## config.mk

```make
export PLATFORM = sky130hd
export DESIGN_NAME = pciecfg_mgmt_responder
export DESIGN_NICKNAME = d
export VERILOG_FILES = /design/src/rtl/pciecfg_mgmt_responder.sv
export SDC_FILE = /design/constraint.sdc
export NUM_CORES = 2
export LEC_CHECK = 0
export ABC_AREA = 0
export CORE_ASPECT_RATIO = 0.7
export CORE_MARGIN = 3
export CORE_UTILIZATION = 60
export CTS_CLUSTER_DIAMETER = 120
export DETAILED_ROUTE_END_ITERATION = 10
export PLACE_DENSITY = 0.77
export SLEW_MARGIN = 25
export SYNTH_ARGS = -nofsm -noshare
export SYNTH_HDL_FRONTEND = slang
export SYNTH_SLANG_ARGS = --single-unit
```

## constraint.sdc

```tcl
create_clock -name clk -period 3.5 [get_ports clk]
set_input_delay 0.7 -clock clk [delete_from_list [all_inputs] [get_ports clk]]
set_output_delay 0.7 -clock clk [all_outputs]
set_load 0.005 [all_outputs]
```

## src/rtl/pciecfg_mgmt_responder.sv

```systemverilog
`default_nettype none
// ============================================================================
// Module   : pciecfg_mgmt_responder
// Brief    : Responder side of the PCIe cfg_mgmt interface. Services dword
//            read/write requests against a local configuration register file
//            with a fixed response latency.
// Revision : 1.0  initial release
// ============================================================================
module pciecfg_mgmt_responder #(
  parameter int          NUM_DW       = 64,
  parameter int          RESP_LATENCY = 4,
  parameter logic [31:0] ID_DW0       = 32'h7021_10EE,
  parameter logic [31:0] CLASS_DW2    = 32'h0580_0000
) (
  input  logic        clk,
  input  logic        rst_n,
  input  logic [9:0]  cfg_mgmt_dwaddr,
  input  logic        cfg_mgmt_rd_en,
  input  logic        cfg_mgmt_wr_en,
  input  logic [3:0]  cfg_mgmt_byte_en,
  input  logic [31:0] cfg_mgmt_di,
  output logic [31:0] cfg_mgmt_do,
  output logic        cfg_mgmt_rd_wr_done,
  output logic        proto_err,
  output logic [15:0] rd_count,
  output logic [15:0] wr_count
);

  localparam int         c_aw      = (NUM_DW > 1) ? $clog2(NUM_DW) : 1;
  localparam logic [10:0] c_num_dw = 11'(NUM_DW);
  localparam logic [3:0] c_lat_m1  = 4'(RESP_LATENCY - 1);

  localparam logic [1:0] c_cmd_rd  = 2'd0;
  localparam logic [1:0] c_cmd_wr  = 2'd1;
  localparam logic [1:0] c_cmd_err = 2'd2;

  typedef enum logic [1:0] {
    S_IDLE    = 2'd0,
    S_WAIT    = 2'd1,
    S_DONE    = 2'd2,
    S_RECOVER = 2'd3
  } state_t;

  state_t      r_state;
  logic [3:0]  r_cnt;
  logic [1:0]  r_cmd;
  logic [9:0]  r_addr;
  logic [3:0]  r_be;
  logic [31:0] r_di;
  logic        r_done;
  logic        r_proto_err;
  logic [31:0] r_do;
  logic [15:0] r_rd_count;
  logic [15:0] r_wr_count;
  logic [31:0] r_mem [NUM_DW];

  logic [1:0]      w_cur_cmd;
  logic [9:0]      w_cur_addr;
  logic [3:0]      w_cur_be;
  logic [31:0]     w_cur_di;
  logic            w_in_range;
  logic [c_aw-1:0] w_idx;
  logic            w_wr_ok;
  logic [31:0]     w_rd_data;
  logic            w_en_held;
  logic            w_complete;

  // Current request fields: straight from the ports in IDLE (zero-wait
  // completion when the latency is one), otherwise the values latched at accept.
  always_comb begin
    w_cur_cmd  = r_cmd;
    w_cur_addr = r_addr;
    w_cur_be   = r_be;
    w_cur_di   = r_di;
    if (r_state == S_IDLE) begin
      w_cur_addr = cfg_mgmt_dwaddr;
      w_cur_be   = cfg_mgmt_byte_en;
      w_cur_di   = cfg_mgmt_di;
      if (cfg_mgmt_rd_en && cfg_mgmt_wr_en) w_cur_cmd = c_cmd_err;
      else if (cfg_mgmt_rd_en)              w_cur_cmd = c_cmd_rd;
      else                                  w_cur_cmd = c_cmd_wr;
    end
  end

  // Address decode: the full 10-bit address is range-checked so high
  // addresses never alias onto implemented dwords.
  always_comb begin
    w_in_range = ({1'b0, w_cur_addr} < c_num_dw);
    w_idx      = w_cur_addr[c_aw-1:0];
    w_wr_ok    = w_in_range && (w_cur_addr != 10'd0) && (w_cur_addr != 10'd2);
    w_rd_data  = 32'h0;
    if (w_in_range) begin
      if (w_cur_addr == 10'd0)      w_rd_data = ID_DW0;
      else if (w_cur_addr == 10'd2) w_rd_data = CLASS_DW2;
      else                          w_rd_data = r_mem[w_idx];
    end
  end

  // The enable that keeps a latched request alive; ERR needs both held.
  always_comb begin
    w_en_held = 1'b0;
    case (r_cmd)
      c_cmd_rd:  w_en_held = cfg_mgmt_rd_en;
      c_cmd_wr:  w_en_held = cfg_mgmt_wr_en;
      default:   w_en_held = cfg_mgmt_rd_en & cfg_mgmt_wr_en;
    endcase
  end

  // Completion fires on the edge that enters DONE.
  always_comb begin
    w_complete = 1'b0;
    if (r_state == S_IDLE)
      w_complete = (cfg_mgmt_rd_en || cfg_mgmt_wr_en) && (RESP_LATENCY == 1);
    else if (r_state == S_WAIT)
      w_complete = w_en_held && (r_cnt == 4'd1);
  end

  // Request FSM with registered done/proto_err, read data and counters.
  always_ff @(posedge clk or negedge rst_n) begin
    if (!rst_n) begin
      r_state     <= S_IDLE;
      r_cnt       <= 4'd0;
      r_cmd       <= c_cmd_rd;
      r_addr      <= 10'd0;
      r_be        <= 4'd0;
      r_di        <= 32'h0;
      r_done      <= 1'b0;
      r_proto_err <= 1'b0;
      r_do        <= 32'h0;
      r_rd_count  <= 16'd0;
      r_wr_count  <= 16'd0;
    end else begin
      r_done      <= 1'b0;
      r_proto_err <= 1'b0;
      case (r_state)
        S_IDLE: begin
          if (cfg_mgmt_rd_en || cfg_mgmt_wr_en) begin
            r_cmd       <= w_cur_cmd;
            r_addr      <= cfg_mgmt_dwaddr;
            r_be        <= cfg_mgmt_byte_en;
            r_di        <= cfg_mgmt_di;
            r_cnt       <= c_lat_m1;
            r_proto_err <= cfg_mgmt_rd_en & cfg_mgmt_wr_en;
            r_state     <= (RESP_LATENCY == 1) ? S_DONE : S_WAIT;
          end
        end
        S_WAIT: begin
          if (!w_en_held)          r_state <= S_IDLE;
          else if (r_cnt == 4'd1)  r_state <= S_DONE;
          else                     r_cnt   <= r_cnt - 4'd1;
        end
        S_DONE: begin
          r_state <= S_RECOVER;
        end
        default: begin
          if (!cfg_mgmt_rd_en && !cfg_mgmt_wr_en) r_state <= S_IDLE;
        end
      endcase
      if (w_complete) begin
        r_done <= 1'b1;
        case (w_cur_cmd)
          c_cmd_rd: begin
            r_do       <= w_rd_data;
            r_rd_count <= r_rd_count + 16'd1;
          end
          c_cmd_wr: begin
            r_wr_count <= r_wr_count + 16'd1;
          end
          default: begin
            r_do <= 32'h0;
          end
        endcase
      end
    end
  end

  // Register file: byte-masked writes on completion; read-only and
  // unimplemented dwords are silently left alone.
  always_ff @(posedge clk or negedge rst_n) begin
    if (!rst_n) begin
      for (int i = 0; i < NUM_DW; i++) r_mem[i] <= 32'h0;
    end else if (w_complete && (w_cur_cmd == c_cmd_wr) && w_wr_ok) begin
      for (int b = 0; b < 4; b++) begin
        if (w_cur_be[b]) r_mem[w_idx][8*b +: 8] <= w_cur_di[8*b +: 8];
      end
    end
  end

  assign cfg_mgmt_do         = r_do;
  assign cfg_mgmt_rd_wr_done = r_done;
  assign proto_err           = r_proto_err;
  assign rd_count            = r_rd_count;
  assign wr_count            = r_wr_count;

endmodule
`default_nettype wire
```

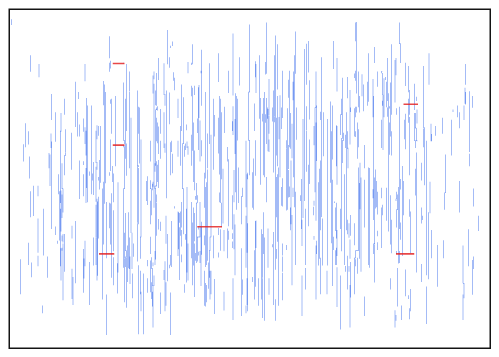
**Above:** signal wires by layer.
(1 px per um) Two of the layers only.
layer	color	wire length
metal 5	red	86.5 um
metal 4	blue	22.5 mm
total track usage: 42.63%
drt total wl: 347.5 mm

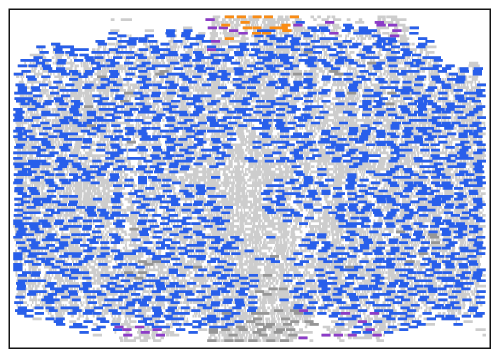
**Above:** register map, names as in the netlist.
(1 px per um) Other sequential cells in the stronger gray, the rest of the logic in the fainter gray.
name in the netlist	color	sequential cells
wr_count	orange	16
r_di	purple	32
r_mem	blue	2047
not colored	72

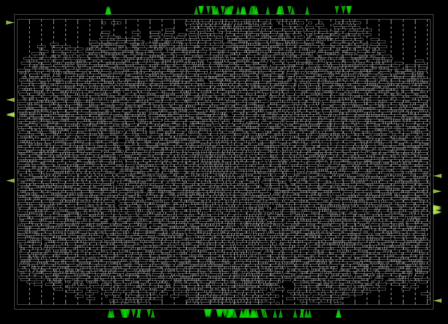
**Above:** placement view.
Core Rows: 120
core area: 154300 um2
post-route insts no fill: 12590
n_taps: 2074

==> changes_impl.md <==
### Changed

* Registers, synthesis at around 2200
* Sequential share of power at 30.0%
* Critical Path End: cfg_mgmt_do[29]$_DFFE_PN0P_
* Drt first pass iters at 7
* GRT met2 Usage at approximately three fifths
* Synth Flop Type: dfrtp_1
* Fmax achieved at 0.2843 GHz
* Met1 Wirelength at about 130 mm
* Maxcap violations at 0
* Fin util at between 70% and 80%
* Flops at 2167
* First-pass GRT wire length at 515.6 mm
* Post-route DRC violation count at 0
* Vias at 83920
* GR Util met3 at 16.91%
* Worst path max stage delay at a little over 0.5 ns
* Cells after Synth at around 9800
* Clk pwr share at 25.1%
* Syn nets at 9842
* Aoi share at 18.23%
* Fillers at 10290
* Internal at roughly 50 mW
* Cts repair resizes at 5
* Max reg flops at between 2000 and 2500
* Top Ports at between 100 and 150
* CTS sink count at 2167
* Most instantiated cells after synthesis: dfrtp_1 (2167), a21oi_1 (2100), nor2_1 (2098)
* Worst setup margin at -0.01742 ns
* Total grt overflow at 0
* Fin nets at 10400
* Peak VDD IR at 0.6396 mV
* Status: finished with violations
* Tot Pwr at 87.53 mW
* Synth area leaders: dfrtp_1 (58%), a21oi_1 (11%), nor2_1 (8.4%)
* Storage element area at 54230 um2
* Adder Area Share at 0.05316%
* Most common cell after layout, fill and taps aside: dfrtp_1
* Worst Reg-to-Reg Cells at 12
* Failing checks: setup timing
* Antenna Cells at 12
* Area leader, netlist: dfrtp_1
* Fin. Hold Viols at 0
* Part of the power in combinational logic at about 45%
* Power per cell area at ~770 nW/um2
* Dpl cell area at 107700 um2
* Vias in the first global route at 81750
* Seq share, synth at 57.60%
* Slowest library cell on the worst path: nor4_1
* Final clock-cell share at ~5.6%
* Largest class: registers
* Reg2Reg Setup Slack at -0.02 ns
* Sw Ratio at 41.38%
* Top power group: combinational logic
* Yosys chip area at 94140 um2
* Total tool warning count at 43
* Netlist cell types at 66
* Slew HR at 38.85%
* DR WL/cell at 27.61 um
* Num CTS Buffers at 195
* Share of cells above drive strength 1 at 16.89%
* Comb. pwr at 39.3 mW
* Reg with most FFs: r_mem
* Clkbuf count at 285
* Most frequent cell after synthesis: dfrtp_1
* CTS H-tree depth at 4
* Slew Limit Fails at 0
* Routed wl met2 at 146.3 mm
* Most instantiated logic cells after routing: dfrtp_1 (2167), a21oi_1 (2098), nor2_1 (2090)
* WP buf/inv at 4
* Post-synth top area share at between 50 and 60%
* Reg-to-Reg Start: r_state[0]$_DFFE_PN0P_
* Final setup vio count at 2
* Floorplan core density at between 60% and 70%
* Post-synth EDFFs at 0
* P_sw at 36.22 mW
* Hold_ws at 0.3774 ns
* Dominant kind of combinational cell: AND-OR/OR-AND gates
* Dpl ws at -0.8552 ns
* Non-clock buffer count at 1200
* Critical Path Start Type: flop
Power is estimated from default activity; no workload was simulated.
